==> src/rtl/ddr4_cmd_scheduler_if.sv <==
// Request/command bundle between the two requesters, the scheduler and the
// DDR4 controller pins. The master side is the requester/controller
// environment and the slave side is the scheduler.
interface ddr4_cmd_scheduler_if #(
    parameter int ROW_W = 17,
    parameter int COL_W = 10
);
    localparam int ADDR_W = ROW_W + COL_W + 3;

    logic              req0_valid;
    logic              req1_valid;
    logic              req0_we;
    logic              req1_we;
    logic [ADDR_W-1:0] req0_addr;
    logic [ADDR_W-1:0] req1_addr;
    logic [15:0]       req0_wdata;
    logic [15:0]       req1_wdata;
    logic              req0_ack;
    logic              req1_ack;
    logic              act_n;
    logic              ras_n;
    logic              cas_n;
    logic              we_n;
    logic              bg;
    logic [1:0]        ba;
    logic [ROW_W-1:0]  addr;
    logic              refresh;
    logic [15:0]       wdata;
    logic              busy;

    modport master (
        output req0_valid, req1_valid, req0_we, req1_we,
               req0_addr, req1_addr, req0_wdata, req1_wdata,
        input  req0_ack, req1_ack, act_n, ras_n, cas_n, we_n,
               bg, ba, addr, refresh, wdata, busy
    );

    modport slave (
        input  req0_valid, req1_valid, req0_we, req1_we,
               req0_addr, req1_addr, req0_wdata, req1_wdata,
        output req0_ack, req1_ack, act_n, ras_n, cas_n, we_n,
               bg, ba, addr, refresh, wdata, busy
    );
endinterface

==> src/rtl/ddr4_cmd_scheduler.sv <==
// Two-port round-robin DDR4 command scheduler: tracks the open row per bank
// ({bg,ba}) and sequences ACT/PRE/RD/WR plus periodic PREA/REF with
// tRCD/tRP/tRFC spacing. Command pins are decoded from the current state.
module ddr4_cmd_scheduler #(
    parameter int ROW_W  = 17,
    parameter int COL_W  = 10,
    parameter int T_RCD  = 4,
    parameter int T_RP   = 4,
    parameter int T_RFC  = 32,
    parameter int T_REFI = 1560
) (
    input logic                clk,
    input logic                reset_n,
    ddr4_cmd_scheduler_if.slave bus
);
    localparam int ADDR_W = ROW_W + COL_W + 3;
    localparam int T_MAX  = (T_RFC > T_RP) ? ((T_RFC > T_RCD) ? T_RFC : T_RCD)
                                           : ((T_RP > T_RCD) ? T_RP : T_RCD);
    localparam int WAIT_W = (T_MAX > 2) ? $clog2(T_MAX) : 1;
    localparam int REF_W  = (T_REFI > 2) ? $clog2(T_REFI) : 1;
    localparam logic [REF_W-1:0] REFI_LAST = REF_W'(T_REFI - 1);

    typedef enum logic [3:0] {
        S_IDLE, S_PRE, S_TRP, S_ACT, S_TRCD, S_RW, S_PREA, S_TRPA, S_REF, S_TRFC
    } state_t;

    state_t              state, state_nxt;
    logic [7:0]          open_vld;
    logic [ROW_W-1:0]    open_row [8];
    logic [REF_W-1:0]    ref_cnt;
    logic                ref_pending;
    logic                ref_wrap;
    logic                rr;
    logic [WAIT_W-1:0]   wait_cnt;
    logic                wait_load;
    logic [WAIT_W-1:0]   wait_val;

    logic                lat_win;
    logic                lat_we;
    logic [2:0]          lat_bank;
    logic [ROW_W-1:0]    lat_row;
    logic [COL_W-1:0]    lat_col;
    logic [15:0]         lat_wdata;

    logic                any_req;
    logic                pick;
    logic [ADDR_W-1:0]   sel_addr;
    logic [2:0]          sel_bank;
    logic [ROW_W-1:0]    sel_row;
    logic                sel_open;
    logic                sel_hit;

    assign any_req  = bus.req0_valid | bus.req1_valid;
    // Port 1 wins when it is the only requester or when both ask and rr favours it.
    assign pick     = bus.req1_valid & (~bus.req0_valid | rr);
    assign sel_addr = pick ? bus.req1_addr : bus.req0_addr;
    assign sel_bank = sel_addr[ADDR_W-1 -: 3];
    assign sel_row  = sel_addr[COL_W +: ROW_W];
    assign sel_open = open_vld[sel_bank];
    assign sel_hit  = sel_open && (open_row[sel_bank] == sel_row);
    assign ref_wrap = (ref_cnt == REFI_LAST);

    // State register.
    always_ff @(posedge clk or negedge reset_n) begin
        if (!reset_n) state <= S_IDLE;
        else          state <= state_nxt;
    end

    // Next-state selection and wait-counter reload on entry to a timing state.
    always_comb begin
        state_nxt = state;
        wait_load = 1'b0;
        wait_val  = '0;
        case (state)
            S_IDLE: begin
                if (ref_pending)  state_nxt = (|open_vld) ? S_PREA : S_REF;
                else if (any_req) state_nxt = sel_hit ? S_RW : (sel_open ? S_PRE : S_ACT);
            end
            S_PRE: begin
                if (T_RP > 1) begin
                    state_nxt = S_TRP;
                    wait_load = 1'b1;
                    wait_val  = WAIT_W'(T_RP - 2);
                end else state_nxt = S_ACT;
            end
            S_TRP:  if (wait_cnt == '0) state_nxt = S_ACT;
            S_ACT: begin
                if (T_RCD > 1) begin
                    state_nxt = S_TRCD;
                    wait_load = 1'b1;
                    wait_val  = WAIT_W'(T_RCD - 2);
                end else state_nxt = S_RW;
            end
            S_TRCD: if (wait_cnt == '0) state_nxt = S_RW;
            S_RW:   state_nxt = S_IDLE;
            S_PREA: begin
                if (T_RP > 1) begin
                    state_nxt = S_TRPA;
                    wait_load = 1'b1;
                    wait_val  = WAIT_W'(T_RP - 2);
                end else state_nxt = S_REF;
            end
            S_TRPA: if (wait_cnt == '0) state_nxt = S_REF;
            S_REF: begin
                if (T_RFC > 1) begin
                    state_nxt = S_TRFC;
                    wait_load = 1'b1;
                    wait_val  = WAIT_W'(T_RFC - 2);
                end else state_nxt = S_IDLE;
            end
            S_TRFC: if (wait_cnt == '0) state_nxt = S_IDLE;
            default: state_nxt = S_IDLE;
        endcase
    end

    // Command pin decode from the current state and latched request.
    always_comb begin
        bus.act_n    = 1'b1;
        bus.ras_n    = 1'b1;
        bus.cas_n    = 1'b1;
        bus.we_n     = 1'b1;
        bus.refresh  = 1'b0;
        bus.addr     = '0;
        bus.bg       = lat_bank[2];
        bus.ba       = lat_bank[1:0];
        bus.wdata    = lat_wdata;
        bus.req0_ack = 1'b0;
        bus.req1_ack = 1'b0;
        bus.busy     = (state != S_IDLE);
        case (state)
            S_ACT: begin
                bus.act_n = 1'b0;
                bus.addr  = lat_row;
            end
            S_PRE, S_PREA: begin
                bus.ras_n    = 1'b0;
                bus.we_n     = 1'b0;
                bus.addr[10] = (state == S_PREA);
            end
            S_RW: begin
                bus.cas_n              = 1'b0;
                bus.we_n               = ~lat_we;
                bus.addr[COL_W-1:0]    = lat_col;
                bus.req0_ack           = ~lat_win;
                bus.req1_ack           = lat_win;
            end
            S_REF: begin
                bus.ras_n   = 1'b0;
                bus.cas_n   = 1'b0;
                bus.refresh = 1'b1;
            end
            default: ;
        endcase
    end

    // Shared down-counter for the tRP/tRCD/tRFC holds.
    always_ff @(posedge clk or negedge reset_n) begin
        if (!reset_n)               wait_cnt <= '0;
        else if (wait_load)         wait_cnt <= wait_val;
        else if (wait_cnt != '0)    wait_cnt <= wait_cnt - 1'b1;
    end

    // Refresh interval timer; a wrap while already pending is absorbed.
    always_ff @(posedge clk or negedge reset_n) begin
        if (!reset_n) begin
            ref_cnt     <= '0;
            ref_pending <= 1'b0;
        end else begin
            ref_cnt <= ref_wrap ? '0 : ref_cnt + 1'b1;
            if (ref_wrap)            ref_pending <= 1'b1;
            else if (state == S_REF) ref_pending <= 1'b0;
        end
    end

    // Capture the arbitration winner in IDLE and rotate priority on completion.
    always_ff @(posedge clk or negedge reset_n) begin
        if (!reset_n) begin
            lat_win   <= 1'b0;
            lat_we    <= 1'b0;
            lat_bank  <= '0;
            lat_row   <= '0;
            lat_col   <= '0;
            lat_wdata <= '0;
            rr        <= 1'b0;
        end else begin
            if (state == S_IDLE && !ref_pending && any_req) begin
                lat_win   <= pick;
                lat_we    <= pick ? bus.req1_we : bus.req0_we;
                lat_bank  <= sel_bank;
                lat_row   <= sel_row;
                lat_col   <= sel_addr[COL_W-1:0];
                lat_wdata <= pick ? bus.req1_wdata : bus.req0_wdata;
            end
            if (state == S_RW) rr <= ~lat_win;
        end
    end

    // Open-row table: ACT opens the latched bank, PREA closes everything.
    always_ff @(posedge clk or negedge reset_n) begin
        if (!reset_n) begin
            open_vld <= '0;
            for (int unsigned i = 0; i < 8; i++) open_row[i] <= '0;
        end else if (state == S_ACT) begin
            open_vld[lat_bank] <= 1'b1;
            open_row[lat_bank] <= lat_row;
        end else if (state == S_PREA) begin
            open_vld <= '0;
        end
    end
endmodule

==> src/flat_wrapper.sv <==
// flat-port wrapper written by rule: the top's interface ports become plain ports
module ddr4_cmd_scheduler_flat 
#(
    parameter int ROW_W  = 17,
    parameter int COL_W  = 10,
    parameter int T_RCD  = 4,
    parameter int T_RP   = 4,
    parameter int T_RFC  = 32,
    parameter int T_REFI = 1560
)
  (clk, reset_n, bus_req0_valid, bus_req1_valid, bus_req0_we, bus_req1_we, bus_req0_addr, bus_req1_addr, bus_req0_wdata, bus_req1_wdata, bus_req0_ack, bus_req1_ack, bus_act_n, bus_ras_n, bus_cas_n, bus_we_n, bus_bg, bus_ba, bus_addr, bus_refresh, bus_wdata, bus_busy);
  ddr4_cmd_scheduler_if #(.ROW_W(ROW_W), .COL_W(COL_W)) bus_i ();
  input logic clk;
  input logic reset_n;
  input wire logic [$bits(bus_i.req0_valid)-1:0] bus_req0_valid;
  input wire logic [$bits(bus_i.req1_valid)-1:0] bus_req1_valid;
  input wire logic [$bits(bus_i.req0_we)-1:0] bus_req0_we;
  input wire logic [$bits(bus_i.req1_we)-1:0] bus_req1_we;
  input wire logic [$bits(bus_i.req0_addr)-1:0] bus_req0_addr;
  input wire logic [$bits(bus_i.req1_addr)-1:0] bus_req1_addr;
  input wire logic [$bits(bus_i.req0_wdata)-1:0] bus_req0_wdata;
  input wire logic [$bits(bus_i.req1_wdata)-1:0] bus_req1_wdata;
  output wire logic [$bits(bus_i.req0_ack)-1:0] bus_req0_ack;
  output wire logic [$bits(bus_i.req1_ack)-1:0] bus_req1_ack;
  output wire logic [$bits(bus_i.act_n)-1:0] bus_act_n;
  output wire logic [$bits(bus_i.ras_n)-1:0] bus_ras_n;
  output wire logic [$bits(bus_i.cas_n)-1:0] bus_cas_n;
  output wire logic [$bits(bus_i.we_n)-1:0] bus_we_n;
  output wire logic [$bits(bus_i.bg)-1:0] bus_bg;
  output wire logic [$bits(bus_i.ba)-1:0] bus_ba;
  output wire logic [$bits(bus_i.addr)-1:0] bus_addr;
  output wire logic [$bits(bus_i.refresh)-1:0] bus_refresh;
  output wire logic [$bits(bus_i.wdata)-1:0] bus_wdata;
  output wire logic [$bits(bus_i.busy)-1:0] bus_busy;
  assign bus_i.req0_valid = bus_req0_valid;
  assign bus_i.req1_valid = bus_req1_valid;
  assign bus_i.req0_we = bus_req0_we;
  assign bus_i.req1_we = bus_req1_we;
  assign bus_i.req0_addr = bus_req0_addr;
  assign bus_i.req1_addr = bus_req1_addr;
  assign bus_i.req0_wdata = bus_req0_wdata;
  assign bus_i.req1_wdata = bus_req1_wdata;
  assign bus_req0_ack = bus_i.req0_ack;
  assign bus_req1_ack = bus_i.req1_ack;
  assign bus_act_n = bus_i.act_n;
  assign bus_ras_n = bus_i.ras_n;
  assign bus_cas_n = bus_i.cas_n;
  assign bus_we_n = bus_i.we_n;
  assign bus_bg = bus_i.bg;
  assign bus_ba = bus_i.ba;
  assign bus_addr = bus_i.addr;
  assign bus_refresh = bus_i.refresh;
  assign bus_wdata = bus_i.wdata;
  assign bus_busy = bus_i.busy;
  ddr4_cmd_scheduler #(.ROW_W(ROW_W), .COL_W(COL_W), .T_RCD(T_RCD), .T_RP(T_RP), .T_RFC(T_RFC), .T_REFI(T_REFI)) u_core (.clk(clk), .reset_n(reset_n), .bus(bus_i));
endmodule
==> config.mk <==
export PLATFORM = sky130hd
export DESIGN_NAME = ddr4_cmd_scheduler_flat
export DESIGN_NICKNAME = d
export VERILOG_FILES = /design/src/rtl/ddr4_cmd_scheduler_if.sv /design/src/rtl/ddr4_cmd_scheduler.sv /design/src/flat_wrapper.sv
export SDC_FILE = /design/constraint.sdc
export NUM_CORES = 1
export LEC_CHECK = 0
export CAP_MARGIN = 20
export CORE_MARGIN = 2
export CORE_UTILIZATION = 45
export DETAILED_ROUTE_END_ITERATION = 8
export PLACE_DENSITY = 0.78
export SETUP_SLACK_MARGIN = 0.2
export SYNTH_ARGS = -nofsm -noshare
export SYNTH_HDL_FRONTEND = slang
export SYNTH_SLANG_ARGS = --single-unit
==> constraint.sdc <==
create_clock -name clk -period 2.8 [get_ports clk]
set_input_delay 0.28 -clock clk [delete_from_list [all_inputs] [get_ports clk]]
set_output_delay 0.28 -clock clk [all_outputs]
set_load 0.01 [all_outputs]
### Congestion heat map

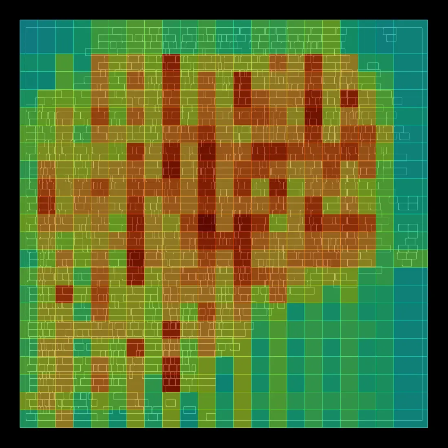
final core occ: 59.72%
routing usage on met1: 32.22%
total global-route track usage: 23.80%
wire per inst: 19.96 um
GRT met2 Usage: 39.17%

### Met3 routing

Scale bar: 50 um.
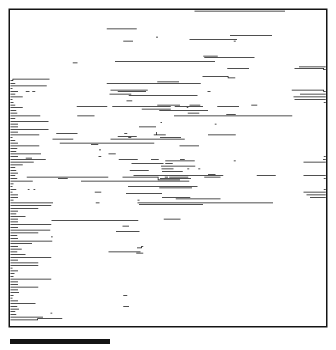
- nets with wire on the layer: 163
- share of all routed wire: 7.1%
- longest straight run: 67.4 um

### M2 wires

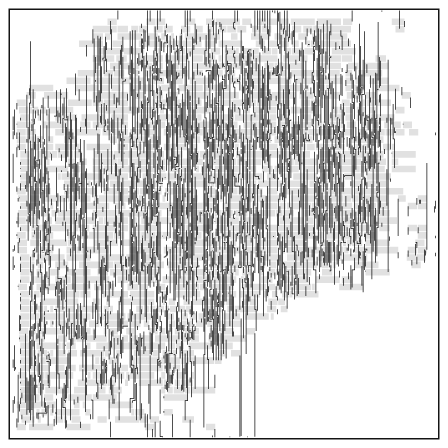
- main direction: vertical
- nets with wire on the layer: 1,087
- wire length on this layer: 14,300 um

synth_stat cells (9+ instances only):
master    count  area (um2)
nand2b_1     10       62.56
a22o_1       10       87.58
xnor2_1      12       105.1
xor2_1       12       105.1
inv_1         9       33.78
nor2_1       68       255.2
nor4_1        9       56.30
a21oi_1      39       195.2
o21ai_0      11       55.05
a211oi_1     13       97.59
and2_1       10       62.56
clkbuf_2     10       50.05
mux2i_1      38       380.4
buf_2        16       80.08
nand2_1     122       457.9
and3_1       11       68.82
mux2_2      138        1554
clkbuf_1     36       135.1
nand3_1      20       100.1
a21boi_0     15       112.6
dfrtp_1     214        5355
a31oi_1      31       193.9
repair_timing:
| action | CTS | global route |
|---|---|---|
| endpoints found under the hold margin | 52 | 0 |
| pin swaps | 15 | 17 |
| gates cloned | 1 | 2 |
| setup endpoints to repair | 22 | 13 |
| gates resized | 50 | 35 |
| hold buffers | 1 | 0 |
| buffers inserted | 13 | 6 |
cells in the final DEF, fill, tap and decap left out, types with 6 or more instances in the layout:
cell,n
a21boi_0,10
xor2_1,12
mux2_2,137
a211oi_1,7
nand4_1,6
clkdlybuf4s50_1,130
nand3_1,20
nand2b_1,8
clkbuf_8,8
xnor2_1,12
and3_1,11
clkbuf_16,23
buf_6,11
a31oi_1,30
buf_4,77
nor2_1,68
a22o_1,10
inv_1,9
nand2_1,120
a2111oi_4,6
dfrtp_1,210
o21ai_0,11
and2_1,9
a21oi_1,39
mux2i_1,38
power groups by stage:
stage / Combinational, mW / Clock, mW / Sequential, mW
floorplan: 3.48 / 0 / 5.02
global placement: 4.76 / 0 / 5.55
detailed placement: 4.90 / 0 / 5.61
CTS: 5.22 / 2.94 / 5.57
global route: 5.81 / 3.06 / 5.81
finish: 5.36 / 2.89 / 5.65
==> results.toml <==
# physical design summary
[cells_and_area]
num_antenna_cells = 0
bufAreaShareNonClock_pct = 16.06
fin_area_um2 = 13980
flops = 214
largest_reg_flops = 136
logic_area_um2 = 5204
comb_cells = 675
largest-register = "u_core.open_row"
buffers = 237
drive_above_1_share_pct = 28.32

[clock_network]
clkSinkCount = 214
cts_tree = "done"
cts_made_buffers = 23
cts_root_buf = "clkbuf_16"

[floorplan]
core_area_um2 = 23400
ios = 142
fp-utilization_pct = 45.61
die_area_um2 = 24970

[sta]
hold_viol_final = 0
setup_slack_ps = -16.43
setup_viol = 1
slew_viol_final = 0
fin_crit_ps = 2816
finalSetupTns_ps = -16.43
slew_headroom_pct = 57.49

[yosys]
netlist_logic_family_top = "multiplexers"
async_flop_share_pct = 100.0
ys_seq_share_pct = 50.17
netlist_instances = 978
synth_cell_types = 77
syn_area_per_cell_um2 = 10.91
yosys_register_bits = 214
ys_area_um2 = 10670
aoi_share_pct = 11.55
synth_warnings = 0

[job]
warnings = 29

[critical_path]
cp_top_family = "simple AND/OR/NAND/NOR gates"
worstSetupPathType = "flop to flop"
cp.depth = 12
reg2reg_slack_ps = -20
critPathCaptureType = "flop"
max_stage_delay_ps = 470
critical_path_arrival_ps = 3240
rr_startpoint = "u_core.rr"
reg2reg_to = "u_core.state[2]"
path_max_fanout = 7
crit_path_top_delay_cell = "dfrtp_2"
endpoint = "u_core.state[2]"
critPathLaunchType = "flop"

[run_status]
violations = "setup timing"
status = "complete, but fails checks"

[global_routing]
grt_max_degree = 83
top_usage_layer = "met2"
grt_antenna_before_repair = 0
grt_pass1_vias = 8412
grt.overflow.total = 0

[placed_design]
dp_slack_ps = -341.1
gp_congestion = 0.8986

[drt]
wl_met3_mm = 2.121
m1WireLength_mm = 12.64
drt_iter0_drc = 502
dr.max_layer_used = "met4"

[pwr]
p_sw_mw = 4.922
switching_share_pct = 35.42
Power is estimated from default activity; no workload was simulated.
